File: src/rtl/inst_sram_ctrl.sv
// -----------------------------------------------------------------------------
// inst_sram_ctrl
//
// Purpose:
//   Instruction-fetch front end for an asynchronous SRAM. It keeps a one-entry
//   instruction buffer:
//     - a fetch whose pc matches the buffered address is served in the same
//       cycle;
//     - a legal fetch that misses starts a fixed-length SRAM read
//       (WAIT_CYCLES wait states) and stalls the pipeline until the buffer
//       is filled;
//     - an illegal fetch (misaligned or outside the 4 MiB window at
//       0x8000_0000) is answered at once with a NOP and an address-error flag.
//
// Parameters:
//   WAIT_CYCLES  : SRAM read wait states per access (1..15)
//
// Ports:
//   clk          in   1   single clock, rising edge
//   rst          in   1   synchronous, active-high reset
//   pc           in  32   fetch address from the PC stage
//   ce           in   1   fetch request from the PC stage
//   inst_o       out 32   fetched instruction (0 = NOP when not a hit)
//   inst_valid_o out  1   inst_o is valid for the current pc
//   stall_req_o  out  1   pipeline stall request
//   addr_err_o   out  1   current pc is misaligned or out of range
//   sram_addr_o  out 20   SRAM word address (registered)
//   sram_data_i  in  32   SRAM read data
//   sram_ce_n_o  out  1   SRAM chip enable, active low (registered)
//   sram_oe_n_o  out  1   SRAM output enable, active low (registered)
//   sram_we_n_o  out  1   SRAM write enable, active low (tied inactive)
//   sram_be_n_o  out  4   SRAM byte enables, active low (all bytes enabled)
// -----------------------------------------------------------------------------
module inst_sram_ctrl #(
  parameter int unsigned WAIT_CYCLES = 2
) (
  input  logic        clk,
  input  logic        rst,
  input  logic [31:0] pc,
  input  logic        ce,
  output logic [31:0] inst_o,
  output logic        inst_valid_o,
  output logic        stall_req_o,
  output logic        addr_err_o,
  output logic [19:0] sram_addr_o,
  input  logic [31:0] sram_data_i,
  output logic        sram_ce_n_o,
  output logic        sram_oe_n_o,
  output logic        sram_we_n_o,
  output logic [3:0]  sram_be_n_o
);

  // Wait counter load value: READ lasts WAIT_CYCLES cycles (counts down to 0).
  localparam logic [3:0] WCNT_INIT = 4'(WAIT_CYCLES - 32'd1);

  typedef enum logic [0:0] {
    ST_IDLE = 1'b0,
    ST_READ = 1'b1
  } state_t;

  state_t      r_state;
  logic [3:0]  r_wcnt;
  logic        r_buf_valid;
  logic [31:0] r_buf_addr;
  logic [31:0] r_buf_data;

  logic        w_legal;
  logic        w_hit;
  logic        w_idle_hit;

  // Address legality and buffer hit detection.
  always_comb begin
    w_legal    = (pc[31:22] == 10'h200) && (pc[1:0] == 2'b00);
    w_hit      = r_buf_valid && (r_buf_addr == pc);
    w_idle_hit = (r_state == ST_IDLE) && w_hit;
  end

  // Fetch FSM, instruction buffer and registered SRAM control outputs.
  always_ff @(posedge clk) begin
    if (rst) begin
      // Reset also aborts an access in flight: SRAM deselected, nothing kept.
      r_state     <= ST_IDLE;
      r_wcnt      <= 4'd0;
      r_buf_valid <= 1'b0;
      r_buf_addr  <= 32'h0000_0000;
      r_buf_data  <= 32'h0000_0000;
      sram_addr_o <= 20'h0_0000;
      sram_ce_n_o <= 1'b1;
      sram_oe_n_o <= 1'b1;
    end else begin
      case (r_state)
        ST_IDLE: begin
          if (ce && w_legal && !w_hit) begin
            sram_addr_o <= pc[21:2];
            sram_ce_n_o <= 1'b0;
            sram_oe_n_o <= 1'b0;
            r_wcnt      <= WCNT_INIT;
            r_state     <= ST_READ;
          end else begin
            r_state <= ST_IDLE;
          end
        end
        ST_READ: begin
          // pc/ce are ignored here; the access always runs to completion.
          if (r_wcnt != 4'd0) begin
            r_wcnt <= r_wcnt - 4'd1;
          end else begin
            r_buf_data  <= sram_data_i;
            // Buffer tag is rebuilt from the latched word address, not from
            // pc, so a pc change during READ cannot corrupt the tag.
            r_buf_addr  <= {10'h200, sram_addr_o, 2'b00};
            r_buf_valid <= 1'b1;
            sram_ce_n_o <= 1'b1;
            sram_oe_n_o <= 1'b1;
            r_state     <= ST_IDLE;
          end
        end
        default: begin
          r_state     <= ST_IDLE;
          sram_ce_n_o <= 1'b1;
          sram_oe_n_o <= 1'b1;
        end
      endcase
    end
  end

  // Pipeline-facing outputs; a hit is answered in the same cycle.
  always_comb begin
    stall_req_o  = ce && w_legal && !w_idle_hit;
    inst_valid_o = ce && (w_idle_hit || !w_legal);
    addr_err_o   = ce && !w_legal;
    if (w_idle_hit) begin
      inst_o = r_buf_data;
    end else begin
      inst_o = 32'h0000_0000;
    end
  end

  // Read-only port: no write path.
  assign sram_we_n_o = 1'b1;
  assign sram_be_n_o = 4'b0000;

endmodule

File: config.mk
export PLATFORM = sky130hd
export DESIGN_NAME = inst_sram_ctrl
export DESIGN_NICKNAME = d
export VERILOG_FILES = /design/src/rtl/inst_sram_ctrl.sv
export SDC_FILE = /design/constraint.sdc
export NUM_CORES = 1
export LEC_CHECK = 0
export ABC_AREA = 1
export CAP_MARGIN = 10
export CORE_MARGIN = 2
export CORE_UTILIZATION = 25
export DETAILED_ROUTE_END_ITERATION = 8
export GPL_TIMING_DRIVEN = 0
export PLACE_DENSITY = 0.59
export SYNTH_ARGS = -nofsm -noshare
export SYNTH_HDL_FRONTEND = slang
export SYNTH_SLANG_ARGS = --single-unit
export TNS_END_PERCENT = 5
File: constraint.sdc
create_clock -name clk -period 2.1 [get_ports clk]
set_input_delay 0.21 -clock clk [delete_from_list [all_inputs] [get_ports clk]]
set_output_delay 0.21 -clock clk [all_outputs]
set_load 0.05 [all_outputs]
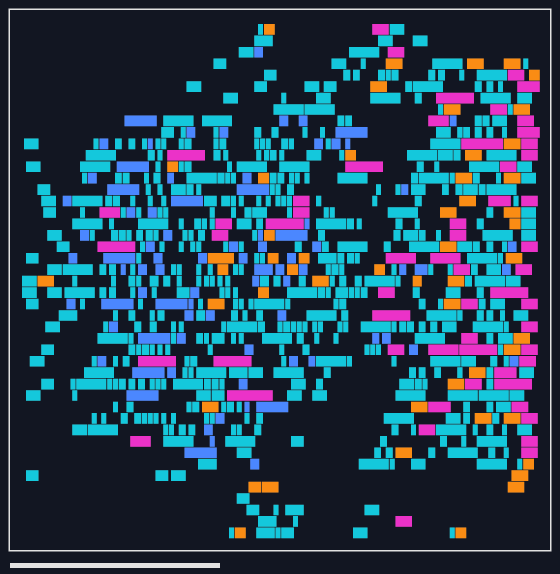
Fig. 1. Cells by drive strength (run 1).
Scale bar: 50 um.
Key: _3 and _4 cells = orange [cells 51, most used nor2_4]; _0 and _1 cells = cyan [cells 533]; _2 cells = blue [cells 82, most used nor2_2]; _6 and larger = magenta [cells 57, most used buf_6]

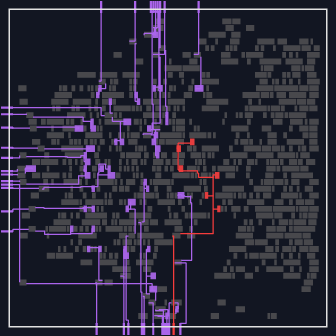
Fig. 2. Nets reached from selected ports (run 1).
Key: `pc` = purple [bits 32, direction input, edge 12 west, 11 south, 9 north, end cells 54, wire 1,170 um]; `rst` = red [bits 1, direction input, edge south, end cells 6, wire 113 um]

==> run_results.csv, run 1 <==
group,metric,value,unit
sta,final.setup.tns,-2.383,ns
sta,finalWorstSetupSlack,-0.1064,ns
layout,drive_gt1_share,26.28,%
logic_synthesis,ys_sh_xor,0.9059,%
power,p_total,3440,uW
route,drc,0,
sta,min_period,2.206,ns
status,status,"finished, violations left",
logic_synthesis,synth_area_leader_cell,"dfxtp_1",
layout,diodes,0,
logic_synthesis,synth_top_flop_cell,"dfxtp_1",
sta,finalSetupViolations,31,
cts,cts_tree,"done",
power,pwr.group.clock,1640,uW
flow_run,warnings,28,
layout,largestRegisters,"r_buf_data: 32 flops, r_buf_addr: 20 flops, sram_addr_o: 20 flops",
critical_path,start_kind,"input port",
placement,place_area,5345,um2
logic_synthesis,yosysTopAreaCellShare,40.89,%
logic_synthesis,top_cells_by_area,"dfxtp_1 (41%), nand2_1 (9.3%), inv_1 (8.3%), nor2_2 (7.6%), a21oi_1 (7.5%)",
flow_run,drv_cap,0,
critical_path,crit_slowest_cell,"clkdlybuf4s50_1",
logic_synthesis,synth.most_common_cell,"nand2_1",
global_route,grt_pass1_vias,3676,
status,violations,"setup timing",
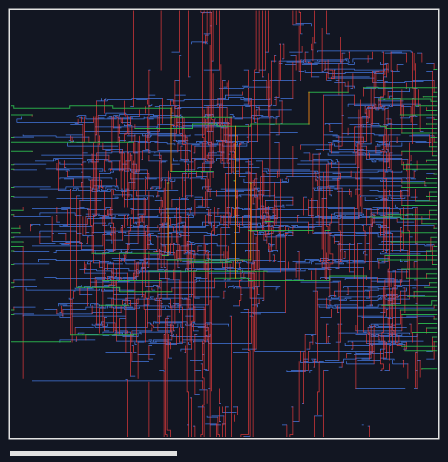
Fig. 3. Signal wires by layer (run 1).
Scale bar: 50 um.
Key: metal 1 = blue [wire length 5,600 um]; metal 2 = red [wire length 5,810 um]; metal 3 = green [wire length 897 um]; metal 4 = orange [wire length 119 um]

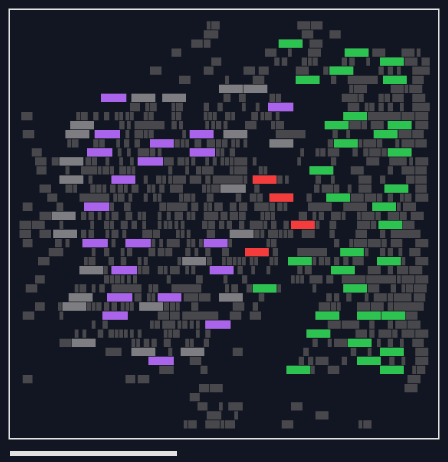
Fig. 4. Sequential cells coloured by netlist name (run 1).
Scale bar: 50 um. Other sequential cells in the stronger grey, the rest of the logic in the fainter grey.
Key: `r_buf_addr` = purple [sequential cells 20]; `r_wcnt` = red [sequential cells 4, where centre]; `r_buf_data` = green [sequential cells 32, where a column on the right]
Flop area: 1600 um2
post-layout utilization of the core: 40.63%
sequential portion of the cell area: 26.01%
Seq power: 1500 uW

Fig. 5: run 1, clock nets
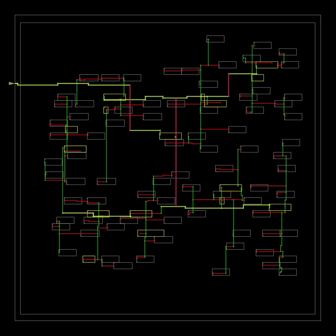

==> run 1 -> run 2 <==
Settings changed: GPL_TIMING_DRIVEN 0 to unset, TNS_END_PERCENT 5 to 30.
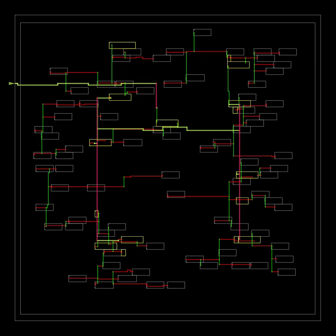
Fig. 6. Clock nets (run 2).
Worst Skew: 0.009456 ns
Clk Latency, worst-skew pair: 0.34 ns
Clock Buffer Count: 12
Clock Power: 1560 uW
TritonCTS buffer count: 9

==> run 2 against run 1 <==
  * Critical endpoint is now inst_o[13]
  * Global-route usage shrank 0.99 points
  * Maximum frequency grew 0.97%
  * Synthesized cell count is the same
  * Cell area grew 6.0%
  * Worst hold slack gained 0.10 ns
  * Critical path type unchanged
  * First-iteration DRC count shrank 23%
  * Clock power shrank 5%
  * Non-clock buffer count grew 6
  * The run still ends with setup timing left
  * Clock skew grew 0.0048 ns
  * Wire length shrank 8.6%
==> run_results.csv, run 2 <==
group,metric,value,unit
status,status,"finished, violations left",
status,violations,"setup timing",
logic_synthesis,synth_top_flop_cell,"dfxtp_1",
logic_synthesis,async_flop_share,0,%
global_route,grt_pass1_wl,17.76,mm
power,p_per_area,521.1,nW/um2
cts,cts_tree,"done",
layout,diodes,0,
floorplan,n_tap_cell,188,
logic_synthesis,top_cells_by_area,"dfxtp_1 (41%), nand2_1 (9.3%), inv_1 (8.3%), nor2_2 (7.6%), a21oi_1 (7.5%)",
critical_path,crit_slowest_cell,"clkdlybuf4s50_1",
sta,worstMarginPinSlew,0.5966,ns
flow_run,warnings,28,
sta,final.setup.tns,-1.667,ns
sta,min_period,2.185,ns
critical_path,crit_path_cell_trace,"clkdlybuf4s50_1 -> nor2_4 -> nand2_1 -> nor2_1 -> nand2_1 -> nor2_2 -> nand3_2 -> nor2_4 -> inv_6 -> buf_16 -> nor2_4 -> buf_12",
placement,place_area,5927,um2
route,drc,0,
logic_synthesis,synth_area_leader_cell,"dfxtp_1",
floorplan,die_h,128.4,um
layout,seq_share,24.34,%
layout,final_core_utilization,43.07,%
logic_synthesis,synthAoiAreaFrac,14.62,%
logic_synthesis,yosysTopAreaCellShare,40.89,%
flow_run,drv_cap,0,
logic_synthesis,ys_sh_xor,0.9059,%
sta,finalWorstSetupSlack,-0.08521,ns
floorplan,die-area,16480,um2
critical_path,start_kind,"input port",
logic_synthesis,synthSimpleGateAreaFrac,29.18,%
logic_synthesis,synth.most_common_cell,"nand2_1",
critical_path,cpMostUsedCell,"nor2_4",
power,powerComb,340,uW
global_route,grt_pass1_vias,3581,
power,powerSeq,1500,uW
power,p_total,3399,uW
layout,largestRegisters,"r_buf_data: 32 flops, r_buf_addr: 20 flops, sram_addr_o: 20 flops",
logic_synthesis,synth-seq-cells,79,
sta,finalSetupViolations,31,
layout,drive_gt1_share,25.27,%
logic_synthesis,ys_top_cells_by_count,"nand2_1 (96), inv_1 (86), dfxtp_1 (79)",
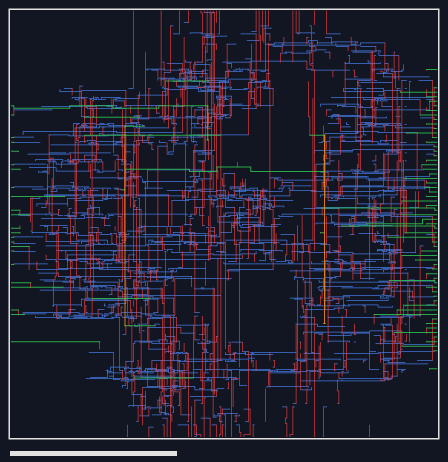
Fig. 7. Signal wires by layer (run 2).
Scale bar: 50 um.
Key: metal 4 = orange [wire length 127 um]; metal 2 = red [wire length 5,170 um]; metal 1 = blue [wire length 5,360 um]; metal 3 = green [wire length 701 um]
DRT Wirelength: 11.36 mm
routed length per instance: 12.40 um
vias: 3,872
gr usage total: 13.85%

Fig. 8: run 2, sequential cells coloured by netlist name
Scale bar: 50 um. Other sequential cells in the stronger grey, the rest of the logic in the fainter grey.
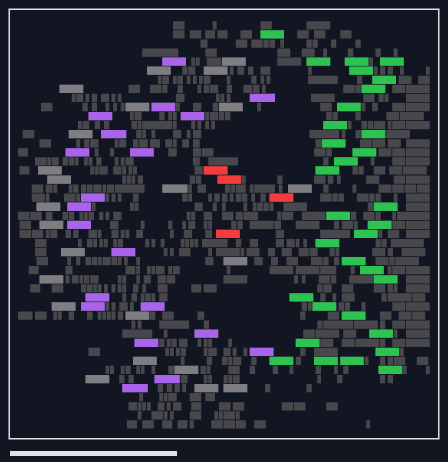

==> run 2 -> run 3 <==
Settings changed: PLACE_DENSITY 0.59 to 0.61.
Clock period 2.1 ns to 1.8 ns, I/O delays scaled along.
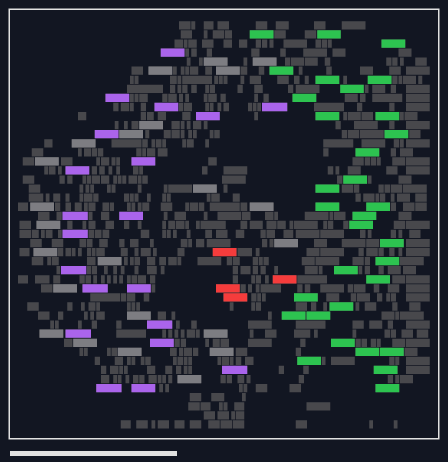
Fig. 9. Sequential cells coloured by netlist name (run 3).
Scale bar: 50 um. Other sequential cells in the stronger grey, the rest of the logic in the fainter grey.
Key: `r_buf_addr` = purple [sequential cells 20]; `r_wcnt` = red [sequential cells 4]; `r_buf_data` = green [sequential cells 32, where a column on the right]
Another 23 sequential cells are not coloured.

==> run 3 against run 2 <==
  * The flow still finishes with violations (setup timing)
  * Utilization increased by 0.52 points
  * Critical path depth did not move
  * Combinational power up 16%
  * Sequential share of layout area decreased by 0.21 points
  * Worst hold slack got worse by 0.12 ns
  * Via count up 1.6%
  * Critical endpoint is now inst_o[24]
  * Largest cell class unchanged
  * Highest routed layer unchanged
==> run_results.csv, run 3 <==
group,metric,value,unit
status,status,"finished, violations left",
status,violations,"setup timing",
layout,regArea,1593,um2
logic_synthesis,synthSimpleGateAreaFrac,29.18,%
floorplan,die-area,16480,um2
global_route,grt_pass1_wl,17.90,mm
layout,drive_gt1_share,28.79,%
logic_synthesis,ys_top_cells_by_count,"nand2_1 (96), inv_1 (86), dfxtp_1 (79)",
power,powerComb,394,uW
critical_path,cpMostUsedCell,"nand2_1",
route,vias,3933,
sta,fin_skew,0.007586,ns
logic_synthesis,synth.most_common_cell,"nand2_1",
flow_run,warnings,29,
sta,finalSetupViolations,34,
placement,place_area,6052,um2
layout,clkbuf_count,10,
logic_synthesis,yosysTopAreaCellShare,40.89,%
route,drc,0,
cts,cts_tree,"done",
logic_synthesis,async_flop_share,0,%
sta,min_period,2.143,ns
power,pwr.group.clock,1800,uW
power,p_per_area,596.4,nW/um2
sta,finalWorstSetupSlack,-0.3432,ns
flow_run,drv_cap,0,
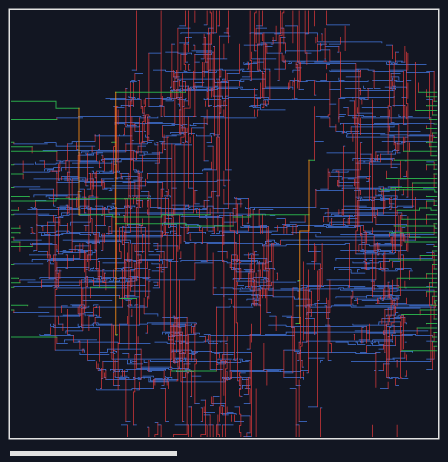
Fig. 10. Signal wires by layer (run 3).
Scale bar: 50 um.
Key: metal 3 = green [wire length 597 um]; metal 4 = orange [wire length 156 um]; metal 2 = red [wire length 5,270 um]; metal 1 = blue [wire length 5,300 um]
DRT Wirelength: 11.33 mm
routed length per instance: 12.30 um
gr usage total: 13.96%

Power and IR drop assume default switching activity.
